## src/rtl/f8_fetch_pkg.sv

```systemverilog
// Shared types and helpers for the f8 instruction prefetch unit.
// Bank address split lives here so fetch and test code agree on it.
package f8_fetch_pkg;

  localparam int F8_ADDR_WIDTH = 16;
  localparam logic [15:0] F8_RESET_VECTOR = 16'h4000;

  typedef logic [7:0] byte_t;
  typedef logic [F8_ADDR_WIDTH-1:0] addr_t;

  typedef struct packed {
    logic [30:0] even;
    logic [30:0] odd;
  } bank_addr_t;

  // Odd start: the odd bank holds the first byte, even bank the next line.
  function automatic bank_addr_t bank_addrs(
    input logic [31:0] addr,
    input int          aw
  );
    logic [30:0] mask;
    logic [30:0] line;
    bank_addr_t  r;
    mask   = 31'((64'd1 << (aw - 1)) - 64'd1);
    line   = addr[31:1];
    r.odd  = line & mask;
    r.even = (line + 31'(addr[0])) & mask;
    return r;
  endfunction

endpackage

```

## src/rtl/f8_byte_queue.sv

```systemverilog
// Circular byte queue: fixed-width push, variable pop, flush.
// Peeks up to POP bytes from the head; empty slots read as zero.
import f8_fetch_pkg::*;

module f8_byte_queue #(
  parameter int DEPTH = 6,
  parameter int PUSH  = 2,
  parameter int POP   = 3,
  localparam int PW   = $clog2(DEPTH),
  localparam int CW   = $clog2(DEPTH + 1),
  localparam int NW   = $clog2(POP + 1)
) (
  input  logic              clk,
  input  logic              reset,
  input  logic              flush,
  input  logic              push,
  input  logic [8*PUSH-1:0] push_data,
  input  logic [NW-1:0]     pop,
  output logic [CW-1:0]     count,
  output logic [8*POP-1:0]  peek
);

  byte_t          mem [DEPTH];
  logic [PW-1:0]  head;
  logic [PW-1:0]  tail;

  function automatic logic [PW-1:0] wrap(
    input logic [PW-1:0] p,
    input int            n
  );
    int s;
    s = int'(p) + n;
    if (s >= DEPTH) s = s - DEPTH;
    return PW'(s);
  endfunction

  always_ff @(posedge clk) begin
    if (push && !flush) begin
      for (int k = 0; k < PUSH; k++) begin
        mem[wrap(tail, k)] <= push_data[8*k +: 8];
      end
    end
  end

  always_ff @(posedge clk or posedge reset) begin
    if (reset) begin
      head  <= '0;
      tail  <= '0;
      count <= '0;
    end else if (flush) begin
      head  <= '0;
      tail  <= '0;
      count <= '0;
    end else begin
      if (push) tail <= wrap(tail, PUSH);
      head  <= wrap(head, int'(pop));
      count <= CW'(int'(count) - int'(pop) + (push ? PUSH : 0));
    end
  end

  always_comb begin
    peek = '0;
    for (int i = 0; i < POP; i++) begin
      if (i < int'(count)) peek[8*i +: 8] = mem[wrap(head, i)];
    end
  end

endmodule

```

## src/rtl/f8_prefetch_queue.sv

```systemverilog
// f8 instruction prefetch: two-byte banked fetch into a byte queue,
// decode window with PC, redirect flush and variable-length consume.
import f8_fetch_pkg::*;

module f8_prefetch_queue #(
  parameter int ADDR_WIDTH   = 16,
  parameter int QUEUE_DEPTH  = 6,
  parameter int WINDOW_BYTES = 3,
  parameter logic [ADDR_WIDTH-1:0] RESET_VECTOR =
    ADDR_WIDTH'(F8_RESET_VECTOR),
  localparam int CW = $clog2(WINDOW_BYTES + 1),
  localparam int QW = $clog2(QUEUE_DEPTH + 1)
) (
  input  logic                      clk,
  input  logic                      reset,
  output logic [ADDR_WIDTH-2:0]     mem_read_addr_even,
  input  logic [7:0]                mem_read_data_even,
  output logic [ADDR_WIDTH-2:0]     mem_read_addr_odd,
  input  logic [7:0]                mem_read_data_odd,
  output logic                      mem_read_en,
  output logic [8*WINDOW_BYTES-1:0] window,
  output logic [CW-1:0]             window_count,
  output logic [ADDR_WIDTH-1:0]     window_pc,
  input  logic [CW-1:0]             consume,
  input  logic                      redirect,
  input  logic [ADDR_WIDTH-1:0]     redirect_addr,
  output logic                      protocol_error
);

  logic [ADDR_WIDTH-1:0] fetch_addr;
  logic                  inflight;
  logic                  odd_first;
  logic                  issue;
  logic                  ret;
  logic                  perr_d;
  logic [QW-1:0]         count;
  logic [CW-1:0]         pop_n;
  logic [15:0]           push_data;
  bank_addr_t            bp;
  logic                  unused_bank_hi;

  assign bp = bank_addrs(32'(fetch_addr), ADDR_WIDTH);
  assign mem_read_addr_even = bp.even[ADDR_WIDTH-2:0];
  assign mem_read_addr_odd  = bp.odd[ADDR_WIDTH-2:0];
  assign unused_bank_hi =
    ^{bp.even[30:ADDR_WIDTH-1], bp.odd[30:ADDR_WIDTH-1]};

  // Issue check uses pre-consume count, so it never over-commits the queue.
  always_comb begin
    issue = !redirect &&
      (int'(count) + 2 * int'(inflight) + 2 <= QUEUE_DEPTH);
    window_count = (int'(count) >= WINDOW_BYTES) ?
      CW'(WINDOW_BYTES) : CW'(count);
    perr_d = consume > window_count;
    pop_n  = redirect ? '0 : (perr_d ? window_count : consume);
    ret    = inflight && !redirect;
  end

  assign mem_read_en = issue && !reset;
  assign push_data = odd_first ?
    {mem_read_data_even, mem_read_data_odd} :
    {mem_read_data_odd, mem_read_data_even};

  always_ff @(posedge clk or posedge reset) begin
    if (reset) begin
      fetch_addr     <= RESET_VECTOR;
      window_pc      <= RESET_VECTOR;
      inflight       <= 1'b0;
      odd_first      <= 1'b0;
      protocol_error <= 1'b0;
    end else begin
      protocol_error <= perr_d;
      inflight       <= issue;
      if (issue) odd_first <= fetch_addr[0];
      if (redirect) begin
        fetch_addr <= redirect_addr;
        window_pc  <= redirect_addr;
      end else begin
        if (issue) fetch_addr <= fetch_addr + ADDR_WIDTH'(2);
        window_pc <= window_pc + ADDR_WIDTH'(pop_n);
      end
    end
  end

  f8_byte_queue #(
    .DEPTH (QUEUE_DEPTH),
    .PUSH  (2),
    .POP   (WINDOW_BYTES)
  ) u_queue (
    .clk       (clk),
    .reset     (reset),
    .flush     (redirect),
    .push      (ret),
    .push_data (push_data),
    .pop       (pop_n),
    .count     (count),
    .peek      (window)
  );

endmodule
```

## config.mk

```make
export PLATFORM = sky130hd
export DESIGN_NAME = f8_prefetch_queue
export DESIGN_NICKNAME = d
export VERILOG_FILES = /design/src/rtl/f8_fetch_pkg.sv /design/src/rtl/f8_byte_queue.sv /design/src/rtl/f8_prefetch_queue.sv
export SDC_FILE = /design/constraint.sdc
export NUM_CORES = 1
export LEC_CHECK = 0
export CAP_MARGIN = 20
export CORE_MARGIN = 2
export CORE_UTILIZATION = 54
export CTS_CLUSTER_SIZE = 28
export DETAILED_ROUTE_END_ITERATION = 7
export PLACE_DENSITY_LB_ADDON = 0.15
export SLEW_MARGIN = 20
export SYNTH_ARGS = -nofsm -noshare
export SYNTH_HDL_FRONTEND = slang
export SYNTH_SLANG_ARGS = --single-unit
```

## constraint.sdc

```tcl
create_clock -name clk -period 5.1 [get_ports clk]
set_clock_uncertainty 0.1 [all_clocks]
set_input_delay 1.53 -clock clk [delete_from_list [all_inputs] [get_ports clk]]
set_output_delay 1.53 -clock clk [all_outputs]
set_load 0.05 [all_outputs]
```

==> datasheet_impl.txt, run 1 <==
Physical implementation characteristics

Parameter                              Value

Route
  Routed wl met2 .................. 6.94 mm
  Highest metal layer with signal wires .................. met4
  Wl on met1 .................. 7.64 mm
  Routed wirelength normalized by instance count .................. 19.5 um
  Vias after detailed routing .................. 4867
  Total routed wirelength .................. 15.9 mm
  Met3 routed wirelength .................. 1.10 mm
  Antenna-violating nets left .................. 0
  Number of iterations in the first detailed-routing pass .................. 6
  Number of DRC violations after detailed-routing iteration 0 .................. 324

GRT
  Global-route congestion overflow total .................. 0
  Busiest metal layer after global routing .................. met1
  Number of global-route vias before repair .................. 4631
  Met3 global-route usage .................. 0.0408
  Met2 demand-to-capacity share in global routing .................. 0.366
  Largest net degree at the start of global routing .................. 44
  Wire length of the first global-routing pass .................. 25.1 mm
  Global-route track usage on met1 .................. 0.409
  Initial antenna violation count .................. 0
  GR Util All Layers .................. 0.257

Synthesis
  Area share of and-or/or-and cells after synthesis .................. 0.107
  Sequential-to-total area share from yosys stat .................. 0.405
  Share of cell area taken by muxes after synthesis .................. 0.182
  Cell taking the most area after synthesis .................. edfxtp_1
  Cell types occupying the most area after synthesis .................. edfxtp_1, dfrtp_1, mux2_2, mux2i_1, ha_1
  Ys flop type .................. edfxtp_1
  Synth Net Count .................. 633
  Unique cell types .................. 59
  Area share of fa/ha/maj cells after synthesis .................. 0.0579
  Avg Inst Size Synth .................. 10.9 um^2
  Count leader, synth .................. mux2_2
  Number of cells in Yosys stat .................. 569
  Number of synthesized register bits .................. 91
  Most common library cells after synthesis .................. mux2_2, edfxtp_1, dfrtp_1
  Total standard cell area after synthesis .................. 6230 um^2
  Share of Yosys cell area claimed by the top area cell type .................. 0.232
  Async S/R FF share, synth .................. 0.473
  XOR-XNOR Cells, Area Fraction .................. 0.0723

Power
  Proportion of power drawn by the clock network .................. 0.151
  Worst IR drop on VDD .................. 0.453 mV
  Sequential-cell power consumption .................. 1140 uW
  Portion of total power attributed to sequential cells .................. 0.236
  Total Power .................. 4820 uW
  Power Clock .................. 728 uW
  Pwr top .................. combinational logic
  Psw .................. 2230 uW
  Power consumed by combinational cells .................. 2950 uW

STA
  Final Cycle Share .................. 0.974
  Final setup violation count .................. 0
  Maximum clock frequency .................. 0.201 GHz
  Hold Fails Final Rpt .................. 0
  Setup WS post-layout .................. 0.131 ns
  Final TNS setup .................. 0 ns
  Min Tclk post-route .................. 4.97 ns
  Final hold slack .................. 0.500 ns
  Transition time at the pin with the least slew margin .................. 0.973 ns
  Worst rel slew slack .................. 0.345
  Unrepaired setup endpoints after global routing .................. false

Worst setup path
  Delay of the slowest critical-path stage .................. 0.83 ns
  CP Depth .................. 6
  Worst Path Arrival .................. 3.34 ns
  Type of element launching the critical path .................. flip-flop
  Crit Path Max Fanout .................. 10
  CP endpoint kind .................. output port
  Ordered list of cells on the worst path .................. inv_1, ha_1, a21oi_1, o21ai_0, o21ai_0, clkdlybuf4s50_1
  Category of the most critical setup path .................. reg2out
  Register-to-register path setup slack .................. 1.33 ns

Clocking
  CTS H-tree depth .................. 3
  PostCTS Resize Cnt .................. 0
  CTS tree .................. done
  Number of setup buffers added after CTS .................. 0
  TritonCTS Sinks .................. 91
  Buffer depth of the longest clock path .................. 2

Finish
  Number of nets at the end of the flow .................. 732
  Share of final-layout standard cells stronger than drive strength 1 .................. 0.202
  Count of filler cells inserted in the layout .................. 836
  Final instance area .................. 7900 um^2
  Flip-flop count of the largest register after layout .................. 48
  Final antenna diode count .................. 0
  Combinational Area .................. 3390 um^2
  Area added between synthesis and finish .................. 26.8%
  Biggest regs .................. u_queue.mem: 48 flops, fetch_addr: 16 flops, window_pc: 16 flops
  Reg with most FFs .................. u_queue.mem

Place
  Setup Slack @ Placement .................. 0.285 ns
  Number of cells in the design after placement .................. 794
  Number of buffers added on ports .................. 110
  Placed inst area .................. 7480 um^2
  Detailed placement HPWL .................. 11.9 mm

Die
  Num rows .................. 39
  Total I/O pin count .................. 111
  Die width .................. 111 um
  Die Outline Area .................. 12400 um^2
  Die height .................. 111 um
  Total core area .................. 11300 um^2

Job
  Warning total across the stage logs .................. 34
  Maximum capacitance violations .................. 0

Status
  Result of the run .................. completed

Hold path
  Worst hold path depth .................. 2
run 1: area by class of cell:
| cell class | count | area share |
|---|---|---|
| repair buffers | 130 | 0.175 |
| clock buffers | 9 | 0.0285 |
| clock inverters | 7 | 0.0125 |
| flip-flops and latches | 91 | 0.319 |
| inverters | 26 | 0.0124 |
| multi-input cells | 410 | 0.430 |
| well taps | 143 | 0.0227 |
run 1: worst paths after layout:
check | start | to
min | inflight | u_queue.tail[2]
max in group asynchronous | reset | u_queue.head[0]
min in group asynchronous | reset | fetch_addr[4]
min reg2reg | inflight | u_queue.tail[2]
max reg2reg | u_queue.count[1] | window_pc[10]
max | u_queue.head[1] | window[3]
run 1: worst min-delay path: cells and delay by family (launching register included):
kind,cells,cell delay (ns)
flip-flops,1,0.39
multiplexers,1,0.09
AND/OR/NAND/NOR,1,0.09
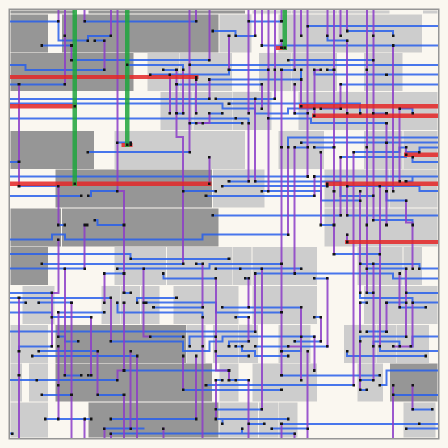
**Above:** run 1 (zoomed window).
Window x 41 to 71, y 41 to 71 um. Cells in grey, sequential cells in the stronger grey; small squares are vias.
layer	colour
M1	blue
M2	purple
M4	green
M3	red
cells with their middle in the window	56
most frequent	edfxtp_1 (6)
sequential cells in the window	8
netlist names of flops here include	u_queue.mem (6), u_queue.tail (2)

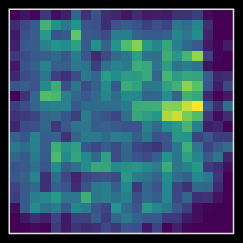
**Above:** run 1 (routed metal per tile).
Drawn at 2 px/um. 22 x 22 tiles, from dark purple (low) to yellow (high), scaled to the fullest tile. Values are wire area over tile area, all layers added.
mean over tiles	0.21
tiles over half the peak	16%
nearly empty tiles	7.2%
fullest tile	0.65

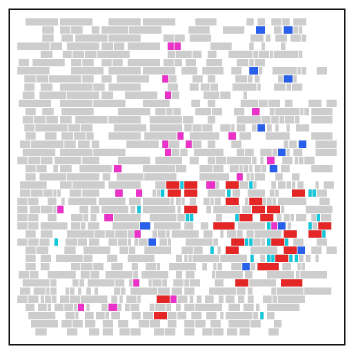
**Above:** run 1 (gate families picked out).
Drawn at 3 px/um.
family	colour	cells	most used
inv cells	cyan	26	inv_1
and/or cells	magenta	24	and2_1
non-inverting ao/oa cells	blue	13	o21a_1
fa/ha/maj cells	red	27	ha_1
most common library cell in the layout ignoring fill and taps: clkdlybuf4s50_1
Finished Layout Cells: 816
fraction of standard cell area in multi-input logic: 0.430

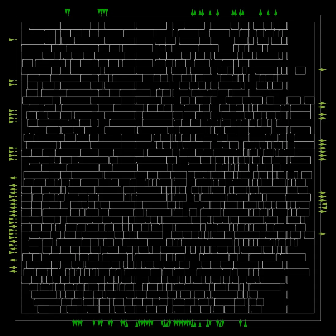
**Above:** run 1 (cell outlines without signal wires).
FF+latch count: 91
post-route core utilization: 0.698
fraction of standard cell area that is sequential: 0.319

--- run 2 (diff from run 1) ---
CAP_MARGIN = 10   (was 20)
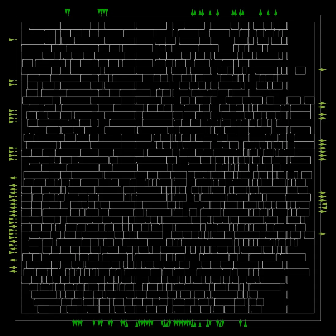
**Above:** run 2 (cell outlines without signal wires).
count of filler cells inserted in the layout: 836
total core area: 11300 um^2
num rows: 39
# Taps: 143

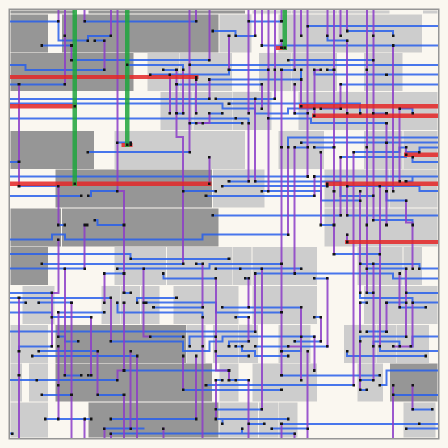
**Above:** run 2 (zoomed window).
Window x 41 to 71, y 41 to 71 um. Cells in grey, sequential cells in the stronger grey; small squares are vias.
layer	colour
M3	red
M1	blue
M2	purple
M4	green
netlist names of flops here include	u_queue.mem (6), u_queue.tail (2)
cells with their middle in the window	56
most frequent	edfxtp_1 (6)
sequential cells in the window	8

==> run 2 against run 1 <==
  * Combinational power is essentially flat
  * Hold slack stayed put
  * Setup slack is the same
  * Global-route usage did not move
  * Via count unchanged
  * First-iteration DRC count stayed put
  * Sequential power hardly changed
  * Final area stayed put
  * Largest cell class unchanged
  * Largest power group unchanged
==> datasheet_impl.txt, run 2 <==
Physical implementation characteristics

Parameter                              Value

Hold path
  Worst min-delay path startpoint .................. inflight
  Capture endpoint of the worst hold path .................. u_queue.tail[2]
  Worst hold path depth .................. 2

Die
  Die width .................. 111 um
  Die height .................. 111 um
  Die Outline Area .................. 12400 um^2

STA
  Final setup violation count .................. 0
  Hold Fails Final Rpt .................. 0
  Final Cycle Share .................. 0.974
  Unrepaired setup endpoints after global routing .................. false
  Maximum clock frequency .................. 0.201 GHz
  Final hold slack .................. 0.500 ns
  Setup WS post-layout .................. 0.131 ns

Worst setup path
  Worst Path Arrival .................. 3.34 ns
  Register-to-register path setup slack .................. 1.33 ns
  CP Depth .................. 6
  Worst flop-to-flop path endpoint .................. window_pc[10]
  Crit path to .................. window[3]
  CP endpoint kind .................. output port
  Launching point of the worst reg2reg path .................. u_queue.count[1]
  Delay of the slowest critical-path stage .................. 0.83 ns
  Start point of the critical path .................. u_queue.head[1]
  Ordered list of cells on the worst path .................. inv_1, ha_1, a21oi_1, o21ai_0, o21ai_0, clkdlybuf4s50_1

Power
  Total Power .................. 4820 uW
  Worst IR drop on VDD .................. 0.453 mV

Route
  Number of DRC violations after detailed-routing iteration 0 .................. 324
  Total routed wirelength .................. 15.9 mm
  Antenna-violating nets left .................. 0
  Routed wirelength normalized by instance count .................. 19.5 um

Clocking
  CTS H-tree depth .................. 3
  TritonCTS Sinks .................. 91

Synthesis
  Ys flop type .................. edfxtp_1
  Area share of fa/ha/maj cells after synthesis .................. 0.0579
  Total standard cell area after synthesis .................. 6230 um^2
  Number of synthesized register bits .................. 91
  Share of cell area taken by muxes after synthesis .................. 0.182
  Number of cells in Yosys stat .................. 569
  Synth Net Count .................. 633
  Cell taking the most area after synthesis .................. edfxtp_1
  Most common library cells after synthesis .................. mux2_2, edfxtp_1, dfrtp_1
  Area share of and-or/or-and cells after synthesis .................. 0.107
  Cell types occupying the most area after synthesis .................. edfxtp_1, dfrtp_1, mux2_2, mux2i_1, ha_1
  Async S/R FF share, synth .................. 0.473

Finish
  Reg with most FFs .................. u_queue.mem
  Fraction of standard cell area in multi-input logic .................. 0.430
  Most common library cell in the layout ignoring fill and taps .................. clkdlybuf4s50_1
  Final instance area .................. 7900 um^2
  Number of logic inverters in the finished layout .................. 26
  Area added between synthesis and finish .................. 26.8%
  Multi-input combinational cell count .................. 410
  Fraction of standard cell area that is sequential .................. 0.319
  Biggest regs .................. u_queue.mem: 48 flops, fetch_addr: 16 flops, window_pc: 16 flops
  Combinational Area .................. 3390 um^2

GRT
  Number of global-route vias before repair .................. 4631
  Wire length of the first global-routing pass .................. 25.1 mm
  Global-route congestion overflow total .................. 0

Place
  Number of cells in the design after placement .................. 794
  Setup Slack @ Placement .................. 0.285 ns
  Placed inst area .................. 7480 um^2

Job
  Maximum capacitance violations .................. 0
  Warning total across the stage logs .................. 34

Status
  Result of the run .................. completed
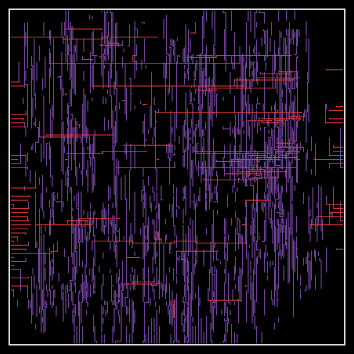
**Above:** run 2 (metal layers overlaid).
Drawn at 3 px/um. Only two layers are drawn.
layer	colour	wire length
M2	purple	6940 um
M3	red	1100 um

run 2: timing repair:
item                       4_1_cts  5_1_grt
gates resized                    0        7
setup endpoints to repair        0        8
setup buffers                    0        6
run 2: power breakdown:
part / total [uW] / switching, uW / internal [uW]
combinational: 2950 / 1730 / 1220
clock: 728 / 296 / 433
sequential: 1140 / 208 / 931
run 2: per-layer routing:
| layer | up-vias | GRT usage | wire length (um) |
|---|---|---|---|
| met1 | 2386 | 0.409 | 7640 |
| met5 | - | 0 | 0 |
| li1 | 2272 | - | - |
| met3 | 20 | 0.0408 | 1100 |
| met2 | 189 | 0.366 | 6940 |
| met4 | 0 | 0.0626 | 194 |
No activity file was given, so power comes from the tool's default toggle rates.
